File: src/rtl/otter_pkg.sv
`default_nettype none
// ============================================================================
// Module      : otter_pkg
// Description : Shared types for the OTTER multi-cycle control unit:
//               RV32I major opcodes, control-FSM states, the privileged
//               func3 encoding and the ST_EXEC enable bundle.
// Revision    : 1.0 - initial release
// ============================================================================
package otter_pkg;

    typedef enum logic [6:0] {
        OP_LOAD   = 7'b0000011,
        OP_STORE  = 7'b0100011,
        OP_BRANCH = 7'b1100011,
        OP_JAL    = 7'b1101111,
        OP_JALR   = 7'b1100111,
        OP_LUI    = 7'b0110111,
        OP_AUIPC  = 7'b0010111,
        OP_OP     = 7'b0110011,
        OP_IMM    = 7'b0010011,
        OP_SYSTEM = 7'b1110011
    } opcode_t;

    typedef enum logic [2:0] {
        ST_INIT  = 3'd0,
        ST_FETCH = 3'd1,
        ST_EXEC  = 3'd2,
        ST_WB    = 3'd3,
        ST_INTR  = 3'd4
    } cu_state_t;

    // SYSTEM with this func3 is the privileged group; only MRET is honoured.
    localparam logic [2:0] FUNC3_PRIV = 3'b000;

    // Enables produced during ST_EXEC, plus a flag steering the FSM to ST_WB.
    typedef struct packed {
        logic pc_write;
        logic reg_write;
        logic mem_we2;
        logic mem_rden2;
        logic csr_we;
        logic mret;
        logic illegal;
        logic is_load;
    } exec_en_t;

endpackage
`default_nettype wire

File: src/rtl/otter_cu_fsm_if.sv
`default_nettype none
// ============================================================================
// Module      : otter_cu_fsm_if
// Description : Control-unit <-> datapath bundle.
//               master : the control FSM (consumes decode fields and
//                        interrupt status, drives enables/pulses)
//               slave  : the datapath side
//               Inputs to the FSM : opcode[6:0], func3[2:0], INTR, mie
//               Outputs of the FSM: PCWrite, regWrite, memWE2, memRDEN1,
//                                   memRDEN2, csr_WE, int_taken, mret_exec,
//                                   rst_out, illegal
// Revision    : 1.0 - initial release
// ============================================================================
interface otter_cu_fsm_if;

    logic [6:0] opcode;
    logic [2:0] func3;
    logic       INTR;
    logic       mie;

    logic       PCWrite;
    logic       regWrite;
    logic       memWE2;
    logic       memRDEN1;
    logic       memRDEN2;
    logic       csr_WE;
    logic       int_taken;
    logic       mret_exec;
    logic       rst_out;
    logic       illegal;

    modport master (
        input  opcode, func3, INTR, mie,
        output PCWrite, regWrite, memWE2, memRDEN1, memRDEN2,
               csr_WE, int_taken, mret_exec, rst_out, illegal
    );

    modport slave (
        output opcode, func3, INTR, mie,
        input  PCWrite, regWrite, memWE2, memRDEN1, memRDEN2,
               csr_WE, int_taken, mret_exec, rst_out, illegal
    );

endinterface
`default_nettype wire

File: src/rtl/otter_cu_exec_decode.sv
`default_nettype none
// ============================================================================
// Module      : otter_cu_exec_decode
// Description : Purely combinational map from (opcode, func3) to the enable
//               set asserted in ST_EXEC. Unknown opcodes retire as a NOP
//               (PC advances) and flag illegal.
//   opcode [6:0] in  : ir[6:0]
//   func3  [2:0] in  : ir[14:12]
//   en           out : ST_EXEC enable bundle (exec_en_t)
// Revision    : 1.0 - initial release
// ============================================================================
module otter_cu_exec_decode
    import otter_pkg::*;
(
    input  logic [6:0] opcode,
    input  logic [2:0] func3,
    output exec_en_t   en
);

    always_comb begin
        en = '0;
        case (opcode)
            OP_LOAD: begin
                // PC is held until writeback so the load retires atomically.
                en.mem_rden2 = 1'b1;
                en.is_load   = 1'b1;
            end
            OP_STORE: begin
                en.mem_we2  = 1'b1;
                en.pc_write = 1'b1;
            end
            OP_BRANCH: begin
                en.pc_write = 1'b1;
            end
            OP_JAL, OP_JALR, OP_LUI, OP_AUIPC, OP_OP, OP_IMM: begin
                en.pc_write  = 1'b1;
                en.reg_write = 1'b1;
            end
            OP_SYSTEM: begin
                en.pc_write = 1'b1;
                if (func3 == FUNC3_PRIV) begin
                    en.mret = 1'b1;
                end else begin
                    en.reg_write = 1'b1;
                    en.csr_we    = 1'b1;
                end
            end
            default: begin
                en.pc_write = 1'b1;
                en.illegal  = 1'b1;
            end
        endcase
    end

endmodule
`default_nettype wire

File: src/rtl/otter_cu_fsm.sv
`default_nettype none
// ============================================================================
// Module      : otter_cu_fsm
// Description : Multi-cycle control FSM for the OTTER RV32I core.
//               INIT -> FETCH -> EXEC [-> WB for loads] [-> INTR] -> FETCH.
//               Drives only write/read enables; datapath mux selects are
//               owned by the decoder.
//   CLK      in  : system clock, rising edge
//   RST      in  : synchronous active-high reset
//   bus      io  : otter_cu_fsm_if.master (decode fields, interrupt status,
//                  enables and one-cycle pulses)
//   INIT_CYCLES  : cycles rst_out stays high after RST drops (1..15)
// Revision    : 1.0 - initial release
// ============================================================================
module otter_cu_fsm
    import otter_pkg::*;
#(
    parameter int INIT_CYCLES = 2
)(
    input  logic           CLK,
    input  logic           RST,
    otter_cu_fsm_if.master bus
);

    localparam logic [3:0] INIT_LAST = 4'(INIT_CYCLES - 1);

    cu_state_t  state;
    logic [3:0] init_cnt;
    exec_en_t   exec_en;
    logic       take_intr;

    otter_cu_exec_decode u_exec_decode (
        .opcode (bus.opcode),
        .func3  (bus.func3),
        .en     (exec_en)
    );

    assign take_intr = bus.INTR & bus.mie;

    // ------------------------------------------------------------------
    // State register and INIT counter
    // ------------------------------------------------------------------
    always_ff @(posedge CLK) begin
        if (RST) begin
            state    <= ST_INIT;
            init_cnt <= '0;
        end else begin
            case (state)
                ST_INIT: begin
                    if (init_cnt == INIT_LAST) begin
                        state    <= ST_FETCH;
                        init_cnt <= '0;
                    end else begin
                        init_cnt <= init_cnt + 4'd1;
                    end
                end
                ST_FETCH: begin
                    state <= ST_EXEC;
                end
                ST_EXEC: begin
                    // MRET re-enables interrupts itself; never vector in
                    // the same cycle it restores the PC.
                    if (exec_en.is_load)
                        state <= ST_WB;
                    else if (!exec_en.mret && take_intr)
                        state <= ST_INTR;
                    else
                        state <= ST_FETCH;
                end
                ST_WB: begin
                    state <= take_intr ? ST_INTR : ST_FETCH;
                end
                ST_INTR: begin
                    state <= ST_FETCH;
                end
                default: begin
                    state    <= ST_INIT;
                    init_cnt <= '0;
                end
            endcase
        end
    end

    // ------------------------------------------------------------------
    // Output decode. RST overrides everything combinationally so that an
    // in-flight enable (e.g. a store in EXEC) is dropped in the very cycle
    // reset is seen.
    // ------------------------------------------------------------------
    always_comb begin
        bus.PCWrite   = 1'b0;
        bus.regWrite  = 1'b0;
        bus.memWE2    = 1'b0;
        bus.memRDEN1  = 1'b0;
        bus.memRDEN2  = 1'b0;
        bus.csr_WE    = 1'b0;
        bus.int_taken = 1'b0;
        bus.mret_exec = 1'b0;
        bus.rst_out   = 1'b0;
        bus.illegal   = 1'b0;
        if (RST) begin
            bus.rst_out = 1'b1;
        end else begin
            case (state)
                ST_INIT: begin
                    bus.rst_out = 1'b1;
                end
                ST_FETCH: begin
                    bus.memRDEN1 = 1'b1;
                end
                ST_EXEC: begin
                    bus.PCWrite   = exec_en.pc_write;
                    bus.regWrite  = exec_en.reg_write;
                    bus.memWE2    = exec_en.mem_we2;
                    bus.memRDEN2  = exec_en.mem_rden2;
                    bus.csr_WE    = exec_en.csr_we;
                    bus.mret_exec = exec_en.mret;
                    bus.illegal   = exec_en.illegal;
                end
                ST_WB: begin
                    bus.regWrite = 1'b1;
                    bus.PCWrite  = 1'b1;
                end
                ST_INTR: begin
                    bus.int_taken = 1'b1;
                    bus.PCWrite   = 1'b1;
                end
                default: begin
                    // Unreachable encoding: hold the datapath in reset while
                    // the state register recovers to ST_INIT.
                    bus.rst_out = 1'b1;
                end
            endcase
        end
    end

endmodule
`default_nettype wire

File: src/flat_wrapper.sv
// flat-port wrapper written by rule: the top's interface ports become plain ports
module otter_cu_fsm_flat import otter_pkg::*;
#(
    parameter int INIT_CYCLES = 2
)
  (CLK, RST, bus_opcode, bus_func3, bus_INTR, bus_mie, bus_PCWrite, bus_regWrite, bus_memWE2, bus_memRDEN1, bus_memRDEN2, bus_csr_WE, bus_int_taken, bus_mret_exec, bus_rst_out, bus_illegal);
  otter_cu_fsm_if bus_i ();
  input  logic CLK;
  input  logic RST;
  input wire logic [$bits(bus_i.opcode)-1:0] bus_opcode;
  input wire logic [$bits(bus_i.func3)-1:0] bus_func3;
  input wire logic [$bits(bus_i.INTR)-1:0] bus_INTR;
  input wire logic [$bits(bus_i.mie)-1:0] bus_mie;
  output wire logic [$bits(bus_i.PCWrite)-1:0] bus_PCWrite;
  output wire logic [$bits(bus_i.regWrite)-1:0] bus_regWrite;
  output wire logic [$bits(bus_i.memWE2)-1:0] bus_memWE2;
  output wire logic [$bits(bus_i.memRDEN1)-1:0] bus_memRDEN1;
  output wire logic [$bits(bus_i.memRDEN2)-1:0] bus_memRDEN2;
  output wire logic [$bits(bus_i.csr_WE)-1:0] bus_csr_WE;
  output wire logic [$bits(bus_i.int_taken)-1:0] bus_int_taken;
  output wire logic [$bits(bus_i.mret_exec)-1:0] bus_mret_exec;
  output wire logic [$bits(bus_i.rst_out)-1:0] bus_rst_out;
  output wire logic [$bits(bus_i.illegal)-1:0] bus_illegal;
  assign bus_i.opcode = bus_opcode;
  assign bus_i.func3 = bus_func3;
  assign bus_i.INTR = bus_INTR;
  assign bus_i.mie = bus_mie;
  assign bus_PCWrite = bus_i.PCWrite;
  assign bus_regWrite = bus_i.regWrite;
  assign bus_memWE2 = bus_i.memWE2;
  assign bus_memRDEN1 = bus_i.memRDEN1;
  assign bus_memRDEN2 = bus_i.memRDEN2;
  assign bus_csr_WE = bus_i.csr_WE;
  assign bus_int_taken = bus_i.int_taken;
  assign bus_mret_exec = bus_i.mret_exec;
  assign bus_rst_out = bus_i.rst_out;
  assign bus_illegal = bus_i.illegal;
  otter_cu_fsm #(.INIT_CYCLES(INIT_CYCLES)) u_core (.CLK(CLK), .RST(RST), .bus(bus_i));
endmodule
File: config.mk
export PLATFORM = sky130hd
export DESIGN_NAME = otter_cu_fsm_flat
export DESIGN_NICKNAME = d
export VERILOG_FILES = /design/src/rtl/otter_pkg.sv /design/src/rtl/otter_cu_fsm_if.sv /design/src/rtl/otter_cu_exec_decode.sv /design/src/rtl/otter_cu_fsm.sv /design/src/flat_wrapper.sv
export SDC_FILE = /design/constraint.sdc
export NUM_CORES = 1
export LEC_CHECK = 0
export CORE_MARGIN = 2
export CORE_UTILIZATION = 28
export DETAILED_ROUTE_END_ITERATION = 8
export SYNTH_ARGS = -nofsm -noshare
export SYNTH_HDL_FRONTEND = slang
export SYNTH_SLANG_ARGS = --single-unit
File: constraint.sdc
create_clock -name CLK -period 3.98 [get_ports CLK]
set_input_delay 0.597 -clock CLK [delete_from_list [all_inputs] [get_ports CLK]]
set_output_delay 0.597 -clock CLK [all_outputs]
set_load 0.01 [all_outputs]
==> flow_metrics.env, run 1 <==
# flow metrics
export IMPL_finClkSkew_ns=0.009490
export IMPL_syn_mean_instance_area_sq_um=7.897
export IMPL_layout_top_cell="clkdlybuf4s50_1"
export IMPL_n_fill_cell=200
export IMPL_openroad_warnings=27
export IMPL_die_area_sq_um=2560
export IMPL_p_clk_share_pct=19.7
export IMPL_dr_wl_met2_um=688
export IMPL_die_x_um=50.60
export IMPL_numCtsBuffers=3
export IMPL_cts_buffer_depth=2
export IMPL_min_path_type="reg -> reg"
export IMPL_routedWlPerCell_um=11.86
export IMPL_worst_pin_slew_ns=0.5323
export IMPL_drc_errors=0
export IMPL_sequentialPowerShare_pct=35.3
export IMPL_cts_resized=0
export IMPL_via_per_inst=5.063
export IMPL_outcome="completed"
export IMPL_hpwl_um=1155
export IMPL_ys_ff=7
export IMPL_wl_met3_um=48
export IMPL_p_per_area_nw_per_um2=377.8
export IMPL_synth_nets=93
export IMPL_clock_fmax_mhz=333.3
export IMPL_synthArstFlopShare_pct=0
## run 1: cell families (layout without fill, tap and decap cells)
| group | count (synthesis) | count (layout) | share of synthesized area [%] |
|---|---|---|---|
| AOI/OAI and AO/OA | 19 | 19 | 24.08 |
| xor gates and xnor gates | 1 | 1 | 1.441 |
| adders and majority gates | 2 | 2 | 4.115 |
| buffers and inverters | 7 | 29 | 4.526 |
| DFF | 7 | 7 | 23.04 |
| and+or+nand+nor | 41 | 41 | 42.80 |
## run 1: final timing paths
path                                                 startpoint                         endpoint  slack, ns  depth (start not counted)
worst max-delay path                                        RST                       bus_memWE2       0.98                          6
worst min-delay path            u_core.init_cnt[1]$_SDFFE_PP0P_  u_core.init_cnt[1]$_SDFFE_PP0P_       0.53                          2
worst max register to register  u_core.init_cnt[0]$_SDFFE_PP0P_  u_core.init_cnt[2]$_SDFFE_PP0P_       2.44                          5
worst min register to register  u_core.init_cnt[1]$_SDFFE_PP0P_  u_core.init_cnt[1]$_SDFFE_PP0P_       0.53                          2
## run 1: flip-flops by register name (all words and copies together) (netlist names)
name             flops
u_core.init_cnt      4
u_core.state         3
## run 1: worst max-delay path, cell delays in order
cell	delay, ns
clkdlybuf4s50_1	0.59
nor2_1	0.19
and2_1	0.22
nand3b_1	0.15
nor2_1	0.12
clkdlybuf4s50_1	0.54
## run 1: area by class of cell
class	instances	area, sq um	area share (%)
repair buffers	23	230.2	26.21
well taps	27	33.78	3.846
clock buffers	4	26.28	2.991
inverters	2	7.507	0.8547
flip-flops and latches	7	140.1	15.95
multi-input cells	63	440.4	50.14
## run 1: per-stage QoR
stage	utilization [%]	instance area, sq um
after global routing	43.88	878.3
after floorplan	-	608.1
after detailed placement	42.56	852.1
after CTS	43.88	878.3
after global placement	42.56	852.1
final	43.88	878.3
Run 1, M1 wires:
(10 px per um) Supply wires on this layer in gray.
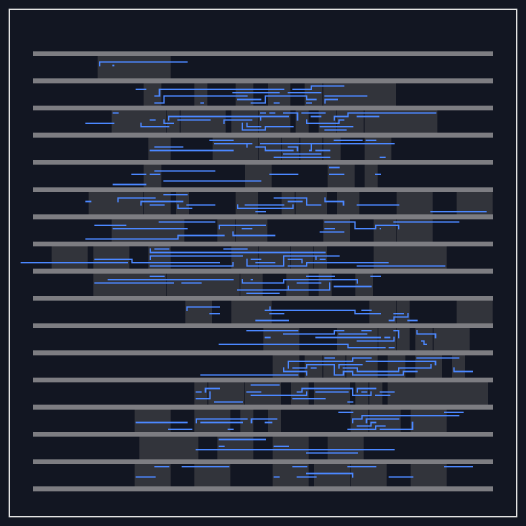
main direction = horizontal
share of all routed wire = 50%
wire length on this layer = 750 um
longest straight run = 19.8 um
nets with wire on the layer = 99
total wire length: 1494 um
total number of vias: 638
met1 Use GR: 16.46%

Run 1, metal 2:
(10 px per um)
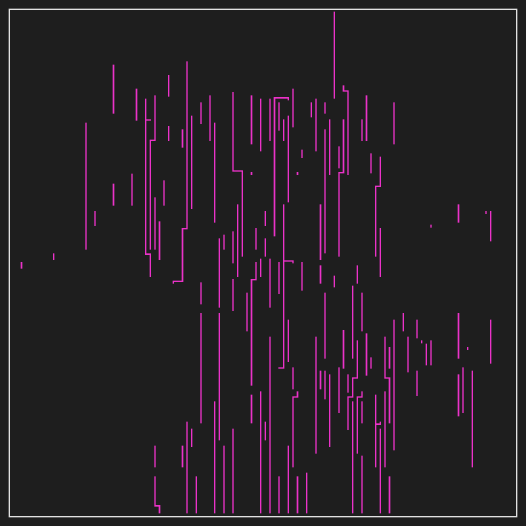
main direction = vertical
longest straight run = 17.5 um
share of all routed wire = 46%
nets with wire on the layer = 94
met2 Track Usage GR: 20.61%

Run 1, signal wires on met3:
(12 px per um)
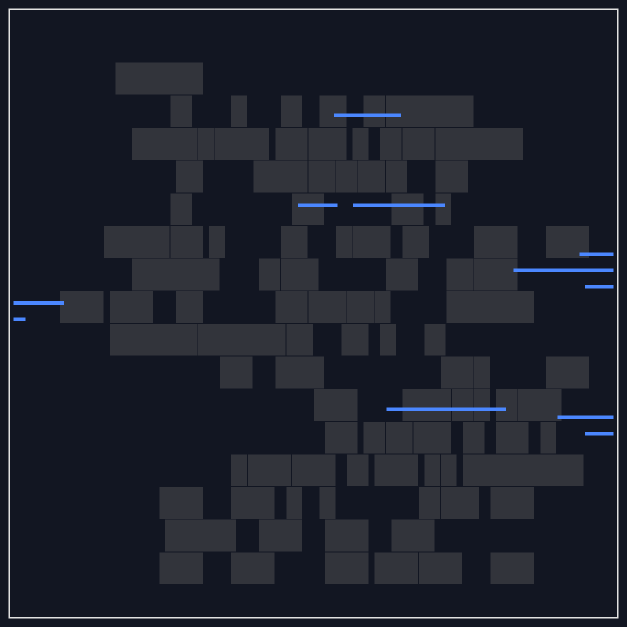
main direction = horizontal
longest straight run = 9.70 um
met3 usage: 3.571%

==> run 1 -> run 2 <==
==> constraint.sdc (replaced) <==
create_clock -name CLK -period 2.91 [get_ports CLK]
set_input_delay 0.4365 -clock CLK [delete_from_list [all_inputs] [get_ports CLK]]
set_output_delay 0.4365 -clock CLK [all_outputs]
set_load 0.01 [all_outputs]
Run 2, clock network drawn from the DEF:
(6 px per um)
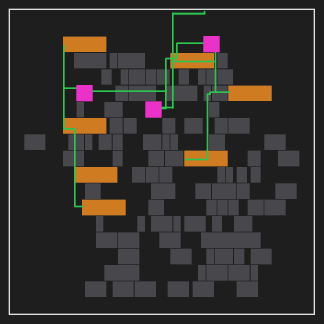
orange -> flip-flops  # count 7
magenta -> cells driving clock nets  # count 3
green -> clock wires  # length 126 um
routed clock nets = 4
Clock group: 0.0888 mW
clk latency late pin: 0.25 ns
clock network power share: 19.7%
Layout Skew: 0.003221 ns

==> run 2 against run 1 <==
Effect of this change: worst hold slack got worse by 0.0061 ns; combinational power up 38%; power up 36%; non-clock buffer count increased by 1; clock-buffer cell count did not move.
==> flow_metrics.env, run 2 <==
# flow metrics
export IMPL_routed_wl_um=1474
export IMPL_numCtsBuffers=3
export IMPL_die_area_sq_um=2560
export IMPL_synth_edff_count=0
export IMPL_hpwl_um=1188
export IMPL_outcome="completed"
export IMPL_htree_levels=1
export IMPL_vias=651
export IMPL_layout_top_cell="clkdlybuf4s50_1"
export IMPL_via_per_inst=5.126
export IMPL_ys_ff=7
export IMPL_final_util_pct=44.25
export IMPL_crit_buf_inv=2
export IMPL_worst_pin_slew_ns=0.5393
export IMPL_top_regs="u_core.init_cnt (4), u_core.state (3)"
export IMPL_routedWlPerCell_um=11.61
export IMPL_ys_seq_share_pct=23.05
export IMPL_slowest_delay_ns=0.47
export IMPL_netlist_area_sq_um=608.1
export IMPL_min_path_type="reg -> reg"
export IMPL_sequentialPowerShare_pct=35.1
export IMPL_synthArstFlopShare_pct=0
export IMPL_crit_top_cell="clkdlybuf4s50_1"
export IMPL_drc_errors=0
export IMPL_die_x_um=50.60
export IMPL_finalNonFillerCells=127
export IMPL_cp_arrival_ns=2.21
export IMPL_io_buffers=23
export IMPL_final_cell_area_sq_um=885.9
export IMPL_crit_chain="clkdlybuf4s50_1, nand4bb_4, or4_4, o21ai_1, nand2b_1, clkdlybuf4s50_1"
export IMPL_largest_reg_flops=4
export IMPL_placed_cell_area_sq_um=859.6
export IMPL_regMostFlops="u_core.init_cnt"
export IMPL_cp_top_family="buffers and inverters"
export IMPL_cpMaxStageDelayCell="clkdlybuf4s50_1"
export IMPL_syn_mean_instance_area_sq_um=7.897
export IMPL_cts_resized=0
export IMPL_clock_fmax_mhz=378.2
export IMPL_cts_buffer_depth=2
export IMPL_openroad_warnings=27
-- run 2: power by group through the flow --
| stage | combinational [mW] | clock [mW] | sequential, mW |
|---|---|---|---|
| 2_1_floorplan | 0.155 | 0 | 0.143 |
| 3_3_place_gp | 0.201 | 0 | 0.160 |
| 3_5_place_dp | 0.204 | 0 | 0.161 |
| 4_1_cts | 0.206 | 0.0956 | 0.158 |
| 5_1_grt | 0.227 | 0.0997 | 0.164 |
| 6_report | 0.205 | 0.0888 | 0.158 |
-- run 2: final cells by class --
cell class / count / area (sq um)
multi-input cells: 63 / 440.4
flip-flops and latches: 7 / 140.1
well taps: 27 / 33.78
inverters: 2 / 7.507
fillers: 212 / 1116
repair buffers: 24 / 237.7
clock buffers: 4 / 26.28
-- run 2: cells by family (layout without fill, tap and decap cells) --
kind of cell               after synthesis  after routing  synth area share [%]
buffers and inverters                    7             30                 4.526
DFF                                      7              7                 23.04
xor gates and xnor gates                 1              1                 1.441
AOI/OAI and AO/OA                       19             19                 24.08
adders and majority gates                2              2                 4.115
and+or+nand+nor                         41             41                 42.80
-- run 2: metal layers --
layer	vias up	wire length [um]	track usage [%]
met2	13	720	21.71
met1	302	686	17.00
met4	0	15	5.405
met3	2	52	3.869
met5	-	0	0
li1	334	-	-
-- run 2: worst paths after layout --
kind | start | endpoint | slack (ns) | cells past startpoint
setup reg to reg | u_core.init_cnt[0]$_SDFFE_PP0P_ | u_core.init_cnt[2]$_SDFFE_PP0P_ | 1.43 | 5
hold / removal | u_core.init_cnt[1]$_SDFFE_PP0P_ | u_core.init_cnt[1]$_SDFFE_PP0P_ | 0.53 | 2
setup / recovery | bus_opcode[3] | bus_PCWrite | 0.27 | 6
hold reg to reg | u_core.init_cnt[1]$_SDFFE_PP0P_ | u_core.init_cnt[1]$_SDFFE_PP0P_ | 0.53 | 2
Power and IR drop assume default switching activity.
